Design data_break_ctl, sky130hd; sources not shown.
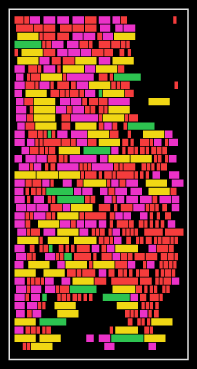
Run 1: placement by cell class
Scale: 3 px per um.
legend:
  yellow:
    class: registers
    cells: 57
    share_of_their_area: 25%
  green:
    class: clock drivers and dummy loads
    cells: 15
    share_of_their_area: 6.1%
  magenta:
    class: remaining buffers and delay cells
    cells: 137
    share_of_their_area: 30%
  red:
    class: remaining logic cells
    cells: 305
    share_of_their_area: 39%
Seq area share: 0.246
Core Util, Final: 0.739
Rows: 41
area of the core: 6310 sq um
design area: 4660 sq um

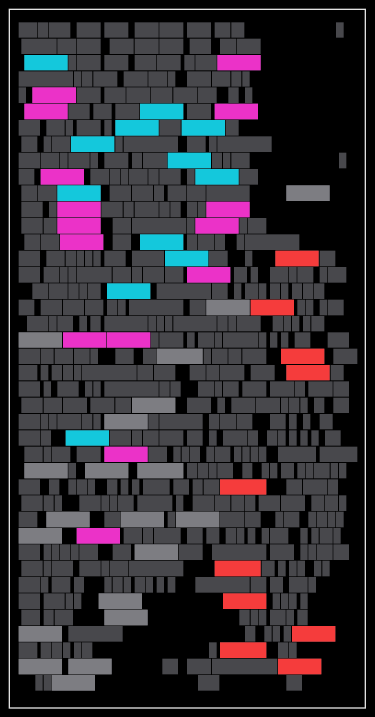
Run 1: sequential cells coloured by netlist name
Scale: 6 px per um.
legend:
  magenta:
    signal: `addr_q`
    placed_flops: 15
  red:
    signal: `late_cnt_q`
    placed_flops: 10
  cyan:
    signal: `wdata_q`
    placed_flops: 12
not coloured: 20
total sequential power: 0.00148 W
FF/Latch Area: 1150 sq um

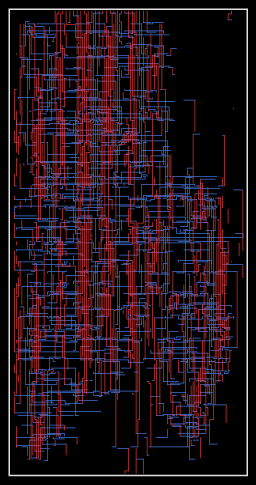
Run 1: signal wires by layer
Scale: 4 px per um. Two of the layers only.
legend:
  red:
    layer: M2
    wire_length: 5250 um
  blue:
    layer: M1
    wire_length: 3140 um
All-Layer GR Usage: 0.242
wire per inst: 15.5 um

==> flow_summary.toml, run 1 <==
# implementation run metrics
[floorplan]
fp-utilization = 0.413
io_pins = 94
chip_area_sq_um = 6870
die_w_um = 59.1
dieHeight_um = 116

[worst_setup_path]
cpMostUsedCell = "nor2_4"
path_delay_family = "buffers and inverters"
crit_type = "reg2out"
r2r_setup_slack_ns = -0.16
critical_path.max_fanout = 7
arrival_ns = 1.40
cp.required_ns = 1.18
slowest_delay_ns = 0.33
path_cells = "inv_2 -> nor2_4 -> inv_2 -> nor2_4 -> buf_12 -> inv_16 -> nor2_4 -> buf_6"
crit_cells = 8
crit_buf_inv = 5
ff2ff_path_depth = 9
cpMaxStageDelayCell = "dfxtp_2"
endpoint_kind = "output port"
critPathLaunchType = "register"

[outcome]
violations = "negative setup slack"
status = "finished, violations left"

[worst_hold_path]
min-delay-path-class = "reg2reg"
hold_path_depth = 2

[logic_synthesis]
synthTopLogicFamily = "simple AND/OR/NAND/NOR gates"
ys_sh_aoi = 0.187
avgSynthCellArea_sq_um = 6.88
syn_area_sq_um = 2610
ys_sh_xor = 0
synth_adder_area_share = 0.0144
synth.distinct_cells = 28
synthMuxAreaShare = 0
synth_stat.cells = 379
synthCells = 379
simple_gate_area_frac = 0.236
ys.flops = 57
synth_chip_area_sq_um = 2610
yosys_warnings = 0
ys_seq_frac = 0.437

[clocking]
cts_resized = 232
cts-hold-fix-buffers = 0
cts-root-buf = "clkbuf_16"
cts_inserted_buffers = 9
cts_tree = "yes"
clk_pin_slew_ns = 0.05
cts_sinks = 57
post_cts_buffers = 2
clk_path_buf_depth = 2
htree_levels = 3
worstSkewPairLatency_ns = 0.33

[routing]
routed_wl_um = 9320
postRouteAntennaNets = 0
drcViolationCount = 0
first_pass_iters = 4
drtIter0Drc = 144
avgViaCountPerCell = 5.04
vias = 3022

[placed_design]
numPortBuffers = 90
hpwlAfterDp_um = 5480
place_ws_ns = -0.480
postPlaceCellArea_sq_um = 3920
gp_congestion = 0.897

[final_timing]
final_hold_viol_count = 0
grt_setup_unrepaired = "yes"
finalClockPeriodUsage = 1.14
fin_hold_ws_ns = 0.357
setup_viol_count_final = 66
period_needed_ns = 1.82
slew_violations = 0
clock.fmax_mhz = 549
tns_ns = -8.10
finalWorstSetupSlack_ns = -0.220

[power_and_ir_drop]
p_per_area_nw_per_um2 = 828
clk-power_w = 0.00183
switchingPower_w = 0.000938
power.total_w = 0.00386
maxPowerGroup = "clock"
pg_comb_w = 0.000557
internal_power_w = 0.00292
clkPwrFrac = 0.473
seq_power_share = 0.383
p_leak_nw = 1.93
power.share.combinational = 0.144
irDropWorstVdd_mv = 0.812
switching_share = 0.243

[finish]
diodes = 0
drive_gt1_frac = 0.368
layout_top_cell = "dfxtp_1"
layout.nets = 558
largest_reg_flops = 15
syn2layout_area_growth_pct = 78.8
layout_top_cells = "dfxtp_1 (52), inv_1 (48), nand2_1 (47), buf_4 (47), clkdlybuf4s50_1 (44)"
nFillCells = 427
mi_logic_area_sq_um = 1530

[global_routing]
grtUsageMet3 = 0.0709
grt_busiest_layer = "met2"
grt_pass1_wl_um = 12400
grt_pass1_vias = 2864
grt.met2_usage = 0.426
antenna_found_initial = 0
use_met1 = 0.238
grt_max_degree = 54
grt_overflow = 0

[run]
warning_count = 29
drv_cap = 0
-- run 1: final cells by class --
cell class | count | area share
Timing Repair inverter | 1 | 0.00241
Timing Repair Buffer | 137 | 0.290
Clock inverter | 3 | 0.00912
Sequential cell | 57 | 0.246
Inverter | 57 | 0.0504
Clock buffer | 12 | 0.0507
Multi-Input combinational cell | 247 | 0.329
Tap cell | 86 | 0.0231
-- run 1: per-layer routing --
metal / vias to the layer above / part of all wire
li1: 1449 / -
met1: 1403 / 0.34
met2: 134 / 0.56
met3: 36 / 0.056
met4: 0 / 0.044
met5: - / 0
-- run 1: synth_stat cells (all sizes together) --
library cell / n / share of area
nand4: 1 / 0.0024
nand3: 11 / 0.026
clkbuf: 13 / 0.023
or2: 1 / 0.0024
a31oi: 1 / 0.0024
ha: 3 / 0.014
o21bai: 2 / 0.0058
nor2: 73 / 0.11
o21ai: 49 / 0.094
nand2: 54 / 0.081
conb: 1 / 0.0014
buf: 8 / 0.019
nor3: 4 / 0.012
inv: 57 / 0.082
nand3b: 1 / 0.0029
o31ai: 1 / 0.0029
a21oi: 42 / 0.082
dfxtp: 57 / 0.44
-- run 1: tightest hold or removal path, stage by stage (launching register included) --
cell,delay [ns]
dfxtp_1,0.29
inv_1,0.06
a21oi_1,0.06
-- run 1: kinds of logic after synthesis --
group | after synthesis
AOI/OAI and AO/OA | 95
buffers and inverters | 78
other | 1
DFF | 57
and+or+nand+nor | 145
adders and majority gates | 3
-- run 1: metrics by stage --
| step | utilization | std cells |
|---|---|---|
| 2_1_floorplan | - | 381 |
| 3_3_place_gp | 0.621 | 574 |
| 3_5_place_dp | 0.621 | 574 |
| 4_1_cts | 0.682 | 593 |
| 5_1_grt | 0.739 | 600 |
| 6_report | 0.739 | 600 |
==> inputs of run 2 (changes only) <==
--- a/config.mk
+++ b/config.mk
@@ -9,9 +9,11 @@
 export CAP_MARGIN = 5
 export CORE_ASPECT_RATIO = 2
 export CORE_UTILIZATION = 40
+export CTS_BUF_LIST = sky130_fd_sc_hd__clkbuf_4 sky130_fd_sc_hd__clkbuf_8 sky130_fd_sc_hd__clkbuf_16
 export CTS_CLUSTER_SIZE = 10
 export DETAILED_ROUTE_END_ITERATION = 8
 export PLACE_DENSITY = 0.8
+export SLEW_MARGIN = 20
 export SYNTH_ARGS = -nofsm -noshare
 export SYNTH_HDL_FRONTEND = slang
 export SYNTH_SLANG_ARGS = --single-unit
==> run 2 against run 1 <==
The flow still finishes with violations (negative setup slack). Hold slack worse by 0.0013 ns. Non-clock buffer count fell by 1. Synthesized area is the same. Design area shrank 1.3%. Critical path type unchanged. Global-route usage is 0.34 points higher. Fmax increased by 0.33%. Highest routed layer unchanged. Synthesized cell count stayed put. Critical endpoint unchanged. Routed wire length fell by 2.6%. Setup slack gained 0.0059 ns.
==> flow_summary.toml, run 2 <==
# implementation run metrics
[global_routing]
grt_max_degree = 54
antenna_found_initial = 0
grt_pass1_vias = 2893
grtUsageTotal = 0.245
grt_overflow = 0
grt_pass1_wl_um = 12500

[routing]
routed_wl_um = 9080
vias = 2983
wl_per_cell_um = 15.2
drcViolationCount = 0
avgViaCountPerCell = 4.98
postRouteAntennaNets = 0
drtIter0Drc = 162
first_pass_iters = 4

[power_and_ir_drop]
p_leak_nw = 1.92
switchingPower_w = 0.000924
p_per_area_nw_per_um2 = 844
internal_power_w = 0.00296
switching_share = 0.238
clkPwrFrac = 0.483
power.share.combinational = 0.136
irDropWorstVdd_mv = 0.794
seq_power_share = 0.381

[finish]
layout.nets = 557
largest_reg_flops = 15
layout.cells.non_filler = 599
nFillCells = 445
syn2layout_area_growth_pct = 76.4
layout_top_cells = "dfxtp_1 (52), inv_1 (49), buf_4 (49)"
layout_top_cell = "dfxtp_1"
diodes = 0
drive_gt1_frac = 0.365

[placed_design]
place_ws_ns = -0.480
hpwlAfterDp_um = 5480
postPlaceCellArea_sq_um = 3920
numPortBuffers = 90
dp_cells = 574
gp_congestion = 0.897

[worst_setup_path]
cp.required_ns = 1.18
critPathLaunchType = "register"
path_cells = "inv_2 -> nor2_4 -> inv_2 -> nor2_4 -> buf_12 -> inv_16 -> nor2_4 -> buf_6"
crit_cells = 8
cpMostUsedCell = "nor2_4"
path_delay_family = "buffers and inverters"
endpoint_kind = "output port"
critical_path.max_fanout = 7
arrival_ns = 1.39
crit_buf_inv = 5
cpMaxStageDelayCell = "dfxtp_2"
slowest_delay_ns = 0.33
r2r_setup_slack_ns = -0.13
crit_type = "reg2out"
ff2ff_path_depth = 12

[logic_synthesis]
yosys_warnings = 0
syn_area_sq_um = 2610
edf_count = 0
synthFlopType = "dfxtp_1"
top_cells_by_count = "nor2_1 (69), dfxtp_1 (57), inv_1 (57)"
synthCells = 379
synth-async-reset-ratio = 0
synth_stat.cells = 379
synthMostInstantiatedCell = "nor2_1"
yosys.area.top_type = "dfxtp_1"
ys_seq_frac = 0.437
area_leaders = "dfxtp_1 (44%), nor2_1 (9.9%), o21ai_0 (8.4%)"
synth_top_area_share = 0.437
ys.flops = 57
avgSynthCellArea_sq_um = 6.88
synth.distinct_cells = 28
synth_chip_area_sq_um = 2610

[run]
drv_cap = 0
warning_count = 30

[clocking]
cts-root-buf = "clkbuf_16"
worstSkewPairLatency_ns = 0.33
cts_inserted_buffers = 9
cts_sinks = 57
htree_levels = 3
cts_tree = "yes"
clk_pin_slew_ns = 0.05
clk_path_buf_depth = 2

[floorplan]
fp-row-count = 41
fp-utilization = 0.413
core_sq_um = 6310
dieHeight_um = 116
die_w_um = 59.1
io_pins = 94
chip_area_sq_um = 6870

[final_timing]
period_needed_ns = 1.81
fin_hold_ws_ns = 0.355
slew_violations = 0
final_hold_viol_count = 0
clock.fmax_mhz = 551
setup_viol_count_final = 37
grt_setup_unrepaired = "yes"
finalWorstSetupSlack_ns = -0.214
tns_ns = -5.09
finalClockPeriodUsage = 1.13

[worst_hold_path]
min-delay-path-class = "reg2reg"
hold_path_depth = 2

[outcome]
status = "finished, violations left"
violations = "negative setup slack"
==> run 2: cell counts after synthesis <==
No cell type changed its count.
==> run 2: logic make-up (layout without fill, tap and decap cells) <==
group	count (synthesis)	after routing	share of synthesized area
compound gates	95	95	0.187
fa+ha+maj	3	3	0.0144
buf+inv	78	209	0.123
flops	57	57	0.437
other cells	1	3	0.00144
simple gates	145	146	0.236
==> run 2: power by group through the flow <==
stage          logic, W  clock network (W)  registers (W)
4_1_cts        0.000399            0.00187        0.00148
2_1_floorplan  0.000183                  0        0.00150
5_1_grt        0.000560            0.00198        0.00148
3_3_place_gp   0.000374                  0        0.00150
3_5_place_dp   0.000381                  0        0.00150
6_report       0.000528            0.00188        0.00148
==> run 2: layout make-up <==
type | instances | area [sq um] | area share
Clock buffer | 12 | 248 | 0.0538
Clock inverter | 3 | 42.5 | 0.00924
Inverter | 57 | 233 | 0.0506
Multi-Input combinational cell | 247 | 1500 | 0.326
Sequential cell | 57 | 1150 | 0.249
Tap cell | 86 | 108 | 0.0234
Timing Repair Buffer | 136 | 1310 | 0.285
Timing Repair inverter | 1 | 11.3 | 0.00245
==> run 2: metrics by stage <==
step,power (W),util
global placement,0.00188,0.621
finish,0.00388,0.729
floorplan,0.00168,-
CTS,0.00375,0.684
detailed placement,0.00188,0.621
global route,0.00401,0.729
==> run 2: routing by layer <==
metal	GRT usage	wire, um	vias to the layer above
met4	0.144	380	0
li1	-	-	1447
met1	0.232	3120	1380
met3	0.0775	503	29
met2	0.446	5080	127
met5	0	0	-
==> run 2: repair_timing <==
item / in CTS / in global routing
buffers inserted: 2 / 1
endpoints found under the setup margin: 73 / 85
pin swaps: 7 / 3
hold buffers: 0 / 0
resized: 232 / 80
gates cloned: 2 / 5
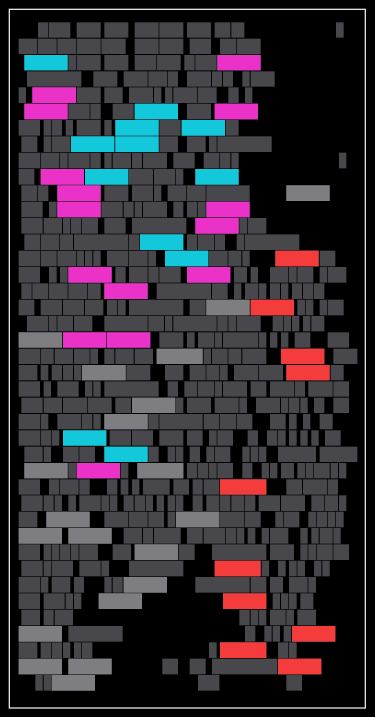
Run 2: sequential cells coloured by netlist name
Scale: 6 px per um.
legend:
  red:
    signal: `late_cnt_q`
    placed_flops: 10
  magenta:
    signal: `addr_q`
    placed_flops: 15
  cyan:
    signal: `wdata_q`
    placed_flops: 12
Seq area share: 0.249
Core Util, Final: 0.729

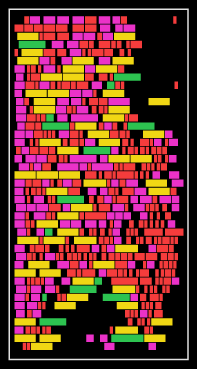
Run 2: placement by cell class
Scale: 3 px per um.
legend:
  yellow:
    class: registers
    cells: 57
    share_of_their_area: 26%
  red:
    class: remaining logic cells
    cells: 305
    share_of_their_area: 39%
  magenta:
    class: remaining buffers and delay cells
    cells: 136
    share_of_their_area: 29%
  green:
    class: clock drivers and dummy loads
    cells: 15
    share_of_their_area: 6.5%
design area: 4600 sq um

Power and IR drop assume default switching activity.
